==> config.mk <==
export PLATFORM = sky130hd
export DESIGN_NAME = fetch_buffer
export DESIGN_NICKNAME = d
export VERILOG_FILES = /design/src/rtl/fetch_buffer_pkg.sv /design/src/rtl/fetch_buffer.sv
export SDC_FILE = /design/constraint.sdc
export NUM_CORES = 1
export LEC_CHECK = 0
export ABC_CLOCK_PERIOD_IN_PS = 3900
export CAP_MARGIN = 15
export CORE_MARGIN = 5
export CORE_UTILIZATION = 45
export DETAILED_ROUTE_END_ITERATION = 12
export GPL_ROUTABILITY_DRIVEN = 0
export PLACE_DENSITY = 0.67
export SLEW_MARGIN = 20
export SYNTH_ARGS = -nofsm -noshare
export SYNTH_HDL_FRONTEND = slang
export SYNTH_SLANG_ARGS = --single-unit
export TNS_END_PERCENT = 100
==> constraint.sdc <==
create_clock -name clk -period 3.9 [get_ports clk]
set_input_delay 0.585 -clock clk [delete_from_list [all_inputs] [get_ports clk]]
set_output_delay 0.585 -clock clk [all_outputs]
set_load 0.005 [all_outputs]
==> src/rtl/fetch_buffer_pkg.sv <==
// fetch_buffer_pkg: shared pipeline constants and the fetch buffer entry layout.
package fetch_buffer_pkg;
    localparam int XLEN = 32;
    localparam int DEFAULT_DEPTH = 4;
    localparam logic [XLEN-1:0] NOP = 32'h0;

    typedef struct packed {
        logic [XLEN-1:0] pc;
        logic [XLEN-1:0] instr;
    } fb_entry_t;
endpackage

==> src/rtl/fetch_buffer.sv <==
// fetch_buffer: show-ahead instruction FIFO between fetch and decode, cleared by branch redirect.
module fetch_buffer
    import fetch_buffer_pkg::*;
#(
    parameter int DEPTH = DEFAULT_DEPTH
) (
    input  logic                     clk,
    input  logic                     rst,
    input  logic                     in_valid,
    input  logic [XLEN-1:0]          in_instr,
    input  logic [XLEN-1:0]          in_pc,
    output logic                     in_ready,
    input  logic                     out_ready,
    output logic                     out_valid,
    output logic [XLEN-1:0]          out_instr,
    output logic [XLEN-1:0]          out_pc,
    input  logic                     flush,
    output logic [$clog2(DEPTH):0]   count
);
    localparam int AW = $clog2(DEPTH);
    localparam logic [AW:0] FULL = DEPTH[AW:0];

    fb_entry_t      r_mem [DEPTH];
    logic [AW:0]    r_count;
    logic [AW-1:0]  r_rd_ptr;
    logic [AW-1:0]  r_wr_ptr;
    logic           w_push;
    logic           w_pop;
    fb_entry_t      w_head;

    // in_ready ignores out_ready on purpose: a full buffer never accepts, even alongside a pop.
    assign in_ready  = r_count != FULL;
    assign out_valid = r_count != '0;
    assign w_push    = in_valid & in_ready & ~flush;
    assign w_pop     = out_valid & out_ready & ~flush;
    assign w_head    = r_mem[r_rd_ptr];
    assign out_instr = out_valid ? w_head.instr : NOP;
    assign out_pc    = out_valid ? w_head.pc : NOP;
    assign count     = r_count;

    always_ff @(posedge clk or posedge rst) begin
        if (rst) begin
            r_count  <= '0;
            r_rd_ptr <= '0;
            r_wr_ptr <= '0;
        end else if (flush) begin
            r_count  <= '0;
            r_rd_ptr <= '0;
            r_wr_ptr <= '0;
        end else begin
            r_count  <= r_count + {{AW{1'b0}}, w_push} - {{AW{1'b0}}, w_pop};
            r_rd_ptr <= w_pop ? r_rd_ptr + AW'(1) : r_rd_ptr;
            r_wr_ptr <= w_push ? r_wr_ptr + AW'(1) : r_wr_ptr;
        end
    end

    // Storage is not reset; the head is masked to NOP whenever the buffer is empty.
    always_ff @(posedge clk) begin
        if (w_push)
            r_mem[r_wr_ptr] <= '{pc: in_pc, instr: in_instr};
    end
endmodule

Fig. 1: clock distribution
Drawn at 3 px/um.
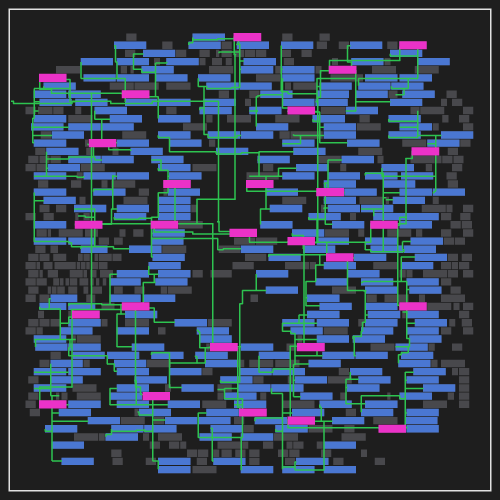
clock wires -> green  # length 2990 um
flip-flops -> blue  # count 263
clock drivers -> magenta  # count 27
flops lie = all over the die

Fig. 2: routed metal per tile
Drawn at 2 px/um. 32 x 32 tiles, from white (low) to dark blue (high), scaled to the fullest tile. Values are wire area over tile area, all layers added.
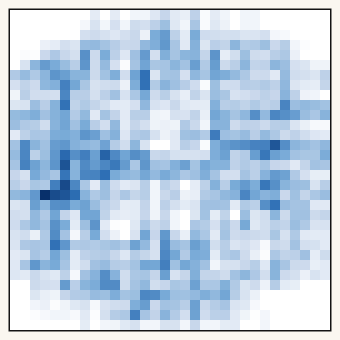
emptiest ninth of the die = bottom right
tiles over half the peak = 13%
densest ninth of the die = left middle
mean over tiles = 0.12
detailed-route wire length per cell: 21.8 um
total detailed-routing wirelength: 19.8 mm
all-layer global routing usage: 0.153
via count: 4799

Fig. 3: logic cells by family
Drawn at 2 px/um.
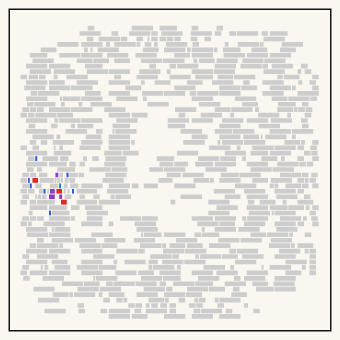
aoi and oai cells -> purple  # cells 4, where left middle
xor and xnor cells -> red  # cells 3
inv cells -> blue  # cells 8, where left middle

Fig. 4: track usage over the die
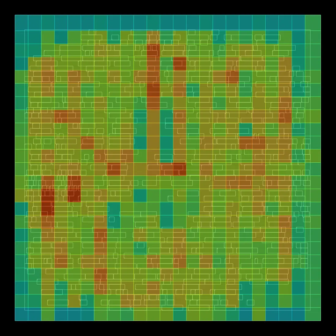
post-layout utilization of the core: 0.581
gr busiest metal: met2

flip-flops by register name (all words and copies together), names as in the netlist:
signal / cells
r_mem: 256
count: 3
r_wr_ptr: 2
r_rd_ptr: 2
cells by family (layout without fill, tap and decap cells):
logic type	count (synthesis)	after routing	share of synthesized area
fa+ha+maj	7	7	0.00939
buf+inv	30	202	0.0158
simple gates	83	83	0.0497
flops	263	263	0.777
compound gates	4	4	0.00259
xor+xnor	3	3	0.00260
mux	65	65	0.143
layer usage:
layer | up-vias | wire (um)
li1 | 2145 | -
met1 | 2470 | 8860
met2 | 152 | 9290
met3 | 30 | 1200
met4 | 2 | 440
met5 | - | 12
worst reg2reg max path: cells and delay by family, from the launching register on:
family / cells / cell delay [ns]
xor+xnor: 1 / 0.17
fa+ha+maj: 3 / 0.86
buf+inv: 3 / 0.22
flops: 1 / 0.44
simple gates: 4 / 0.97
synth_stat cells, drive strengths merged:
cell,number,share of area
nand2b,2,0.0012
clkbuf,9,0.0033
a21oi,1,0.00049
xor2,3,0.0026
buf,13,0.0095
o311ai,1,0.00087
nor2b,1,0.00062
inv,8,0.0030
fa,1,0.0020
dfrtp,7,0.017
or3,2,0.0012
mux2i,1,0.00099
mux4,64,0.14
o31ai,1,0.00074
ha,6,0.0074
and2,69,0.043
nor3,2,0.00099
edfxtp,256,0.76
nor2,6,0.0022
o21ai,1,0.00049
nor3b,1,0.00074
area by class of cell:
cell class / count / area (um^2) / share of cell area
flip-flops and latches: 263 / 7870 / 0.616
clock inverters: 11 / 159 / 0.0124
repair buffers: 145 / 1510 / 0.118
inverters: 8 / 30.0 / 0.00235
well taps: 280 / 350 / 0.0274
multi-input cells: 162 / 2110 / 0.166
clock buffers: 38 / 737 / 0.0577
how the worst max path moves through the flow:
| stage | to | slack (ns) | startpoint |
|---|---|---|---|
| floorplan | r_mem[0][0]$_DFFE_PP_ | 0.84 | flush |
| global placement | count[2]$_DFF_PP0_ | 0.81 | flush |
| detailed placement | count[2]$_DFF_PP0_ | 0.59 | flush |
| CTS | out_instr[8] | 0.38 | r_rd_ptr[0]$_DFFE_PP0P_ |
| global route | out_instr[12] | 0.29 | r_rd_ptr[0]$_DFFE_PP0P_ |
| finish | out_instr[12] | 0.48 | r_rd_ptr[0]$_DFFE_PP0P_ |
power by group:
group / total (uW) / internal, uW / switching [uW]
registers: 3400 / 3270 / 128
clock network: 2590 / 1580 / 1010
logic: 2200 / 1340 / 863
total: 8190 / 6180 / 2000
through the flow:
| step | util | power [uW] | std cells |
|---|---|---|---|
| 3_5_place_dp | 0.541 | 5710 | 858 |
| 3_3_place_gp | 0.541 | 5670 | 858 |
| 2_1_floorplan | - | 4560 | 455 |
| 6_report | 0.581 | 8190 | 907 |
| 5_1_grt | 0.581 | 8570 | 907 |
| 4_1_cts | 0.581 | 8320 | 907 |
==> summary.txt <==
Physical implementation

The script parses the final routing iteration and logs DRC violations as 0. The nature of the critical path endpoint is a primary output. The worst VDD IR drop from the latest analysis is between 0.0004 and 0.0005 V. Once the clock tree was built, the setup fixing pass inserted 0 buffers. The static power due to leakage is between 0.004 and 0.005 uW. The transition time at the pin with the least slew margin is about 0.54 ns. Looking at the clock tree report, the H-tree level count equals 1. By instance count after routing, the leading logic cell types are sky130_fd_sc_hd__edfxtp_1 (256), sky130_fd_sc_hd__clkdlybuf4s50_1 (137), sky130_fd_sc_hd__and2_1 (65). The first global-routing pass estimated around 31 mm of wire. The global routing report lists met1 layer usage as 0.218. The register clock-pin slew on the reported worst setup and hold paths is 0.06 ns. Summed over all failing endpoints, the final setup total negative slack is 0 ns.

The number of detailed-routing iterations run before antenna repair is 4. The number of buffers on the longest clock path is 3. Detailed-route iteration 0 reported a violation count of 302. The clock latency of the later-clocked register in the worst-skew pair is about 0.52 ns. The number of hold buffers added after CTS is 0. The global routing usage on met3 is 0.0374. The share of the clock period used by the worst path after layout is 0.877. The logic depth of the worst path, buffers included is 4. The delay of the slowest critical-path stage is slightly above 0.7 ns. The final design area excluding fillers is 12800 um^2.

Per the GRT congestion report, total overflow comes to 0. Per the post-route antenna check, the number of violating nets is 0. The data arrival time reported for the critical path is between 2 and 3 ns. The relative max-transition margin is 0.636. The die covers 25600 um^2. The clock period could shrink to around 3.4 ns.

The largest individual stage delay along the critical path comes from the cell sky130_fd_sc_hd__dfrtp_4. The startpoint type of the worst setup path is a register. The area of the core is 22000 um^2.

The via count of the first global-routing pass is around 5.4k. The proportion of layout cells with a drive suffix above 1 is 0.185. After synthesis the cells add up to 10100 um^2.

Per the post-synthesis stats, the area per cell is 22.3 um^2. The synthesized instance count is between 400 and 500. The initial antenna violation count was 1. The tightest hold path in the finished design has a slack of 0.311 ns. In this run the critical register-to-register path is captured at count[2]$_DFF_PP0_.

The floorplan has roughly 54 rows. The TritonCTS sink count is about 260. The cell depth of the worst flop-to-flop path is 11. Entering global routing, the biggest net connects ~46 pins. The synthesized chip area reported by yosys is 10100 um^2. Endpoints with negative setup slack in the final report add up to 0.

Setup repair after global routing left no endpoint under its margin. The reg2reg setup slack is 1.15 ns. The final layout contains ~700 nets.

The final timing report lists a hold violation count of 0. Per the Yosys statistics, synthesis produced roughly 460 cells. Counting both buffers and inverters, the worst setup path holds a total of 2. At the worst endpoint, the required time is about 3.3 ns. The count of different cell masters after synthesis is 22.

The flow ran to the end, and the final reports show no timing, DRC or antenna violations. The cell chosen for the clock root is sky130_fd_sc_hd__clkbuf_16. The top cell family by delay on the critical path is buffers and inverters. The count of maximum capacitance violations is 0. The post-synthesis sequential area ratio is 0.777. The number of warnings printed during yosys synthesis is 0. Among logic cells in the layout, the one with the most instances is sky130_fd_sc_hd__edfxtp_1.

Per STA, the worst path is made up of buf_4, mux4_2, and2_1, clkdlybuf4s50_1. The number of antenna diodes in the final layout is 0. The worst slack after detailed placement is between 0.5 and 0.6 ns. The routing usage on met2 is 0.244. TritonCTS built the clock tree.

Once routing completed, OpenROAD measured the worst setup slack at between 0.4 and 0.5 ns. At floorplan, the net count of the design was reported as about 530. The flop and latch count out of synthesis is between 200 and 300.

The post-placement cell area is approximately 12000 um^2. The number of placed I/O pins is between 100 and 150. Relative to the synthesized area, the layout overhead comes to 26.1%.

Gates resized during post-CTS repair numbered 0. The class of the most critical setup path is reg2out. Max fanout on the critical path was recorded as 20. For the final database, setup skew stands at 0.0169 ns. In the floorplan report the effective utilization is 0.461. The startpoint identified for the worst register-to-register timing path is count[2]$_DFF_PP0_. The tool warning count is 29. The detail-routed via count per cell is 5.29. For reference, the final report shows the max-slew violation count at 0. The die extent in y is 160 um.

Static timing analysis puts the maximum clock frequency at between 0.2 and 0.3 GHz. The die is 160 um wide. Buffers inserted during clock tree synthesis total 27. The filler cells instantiated in the layout total between 1.5k and 2k. The worst min-delay path class is in2async.

The power per cell area is 641 nW/um^2. The quantity of I/O buffers inserted on ports is roughly 140. For this run the detailed placement stage logged an HPWL of 11.4 mm.
No activity file was given, so power comes from the tool's default toggle rates.
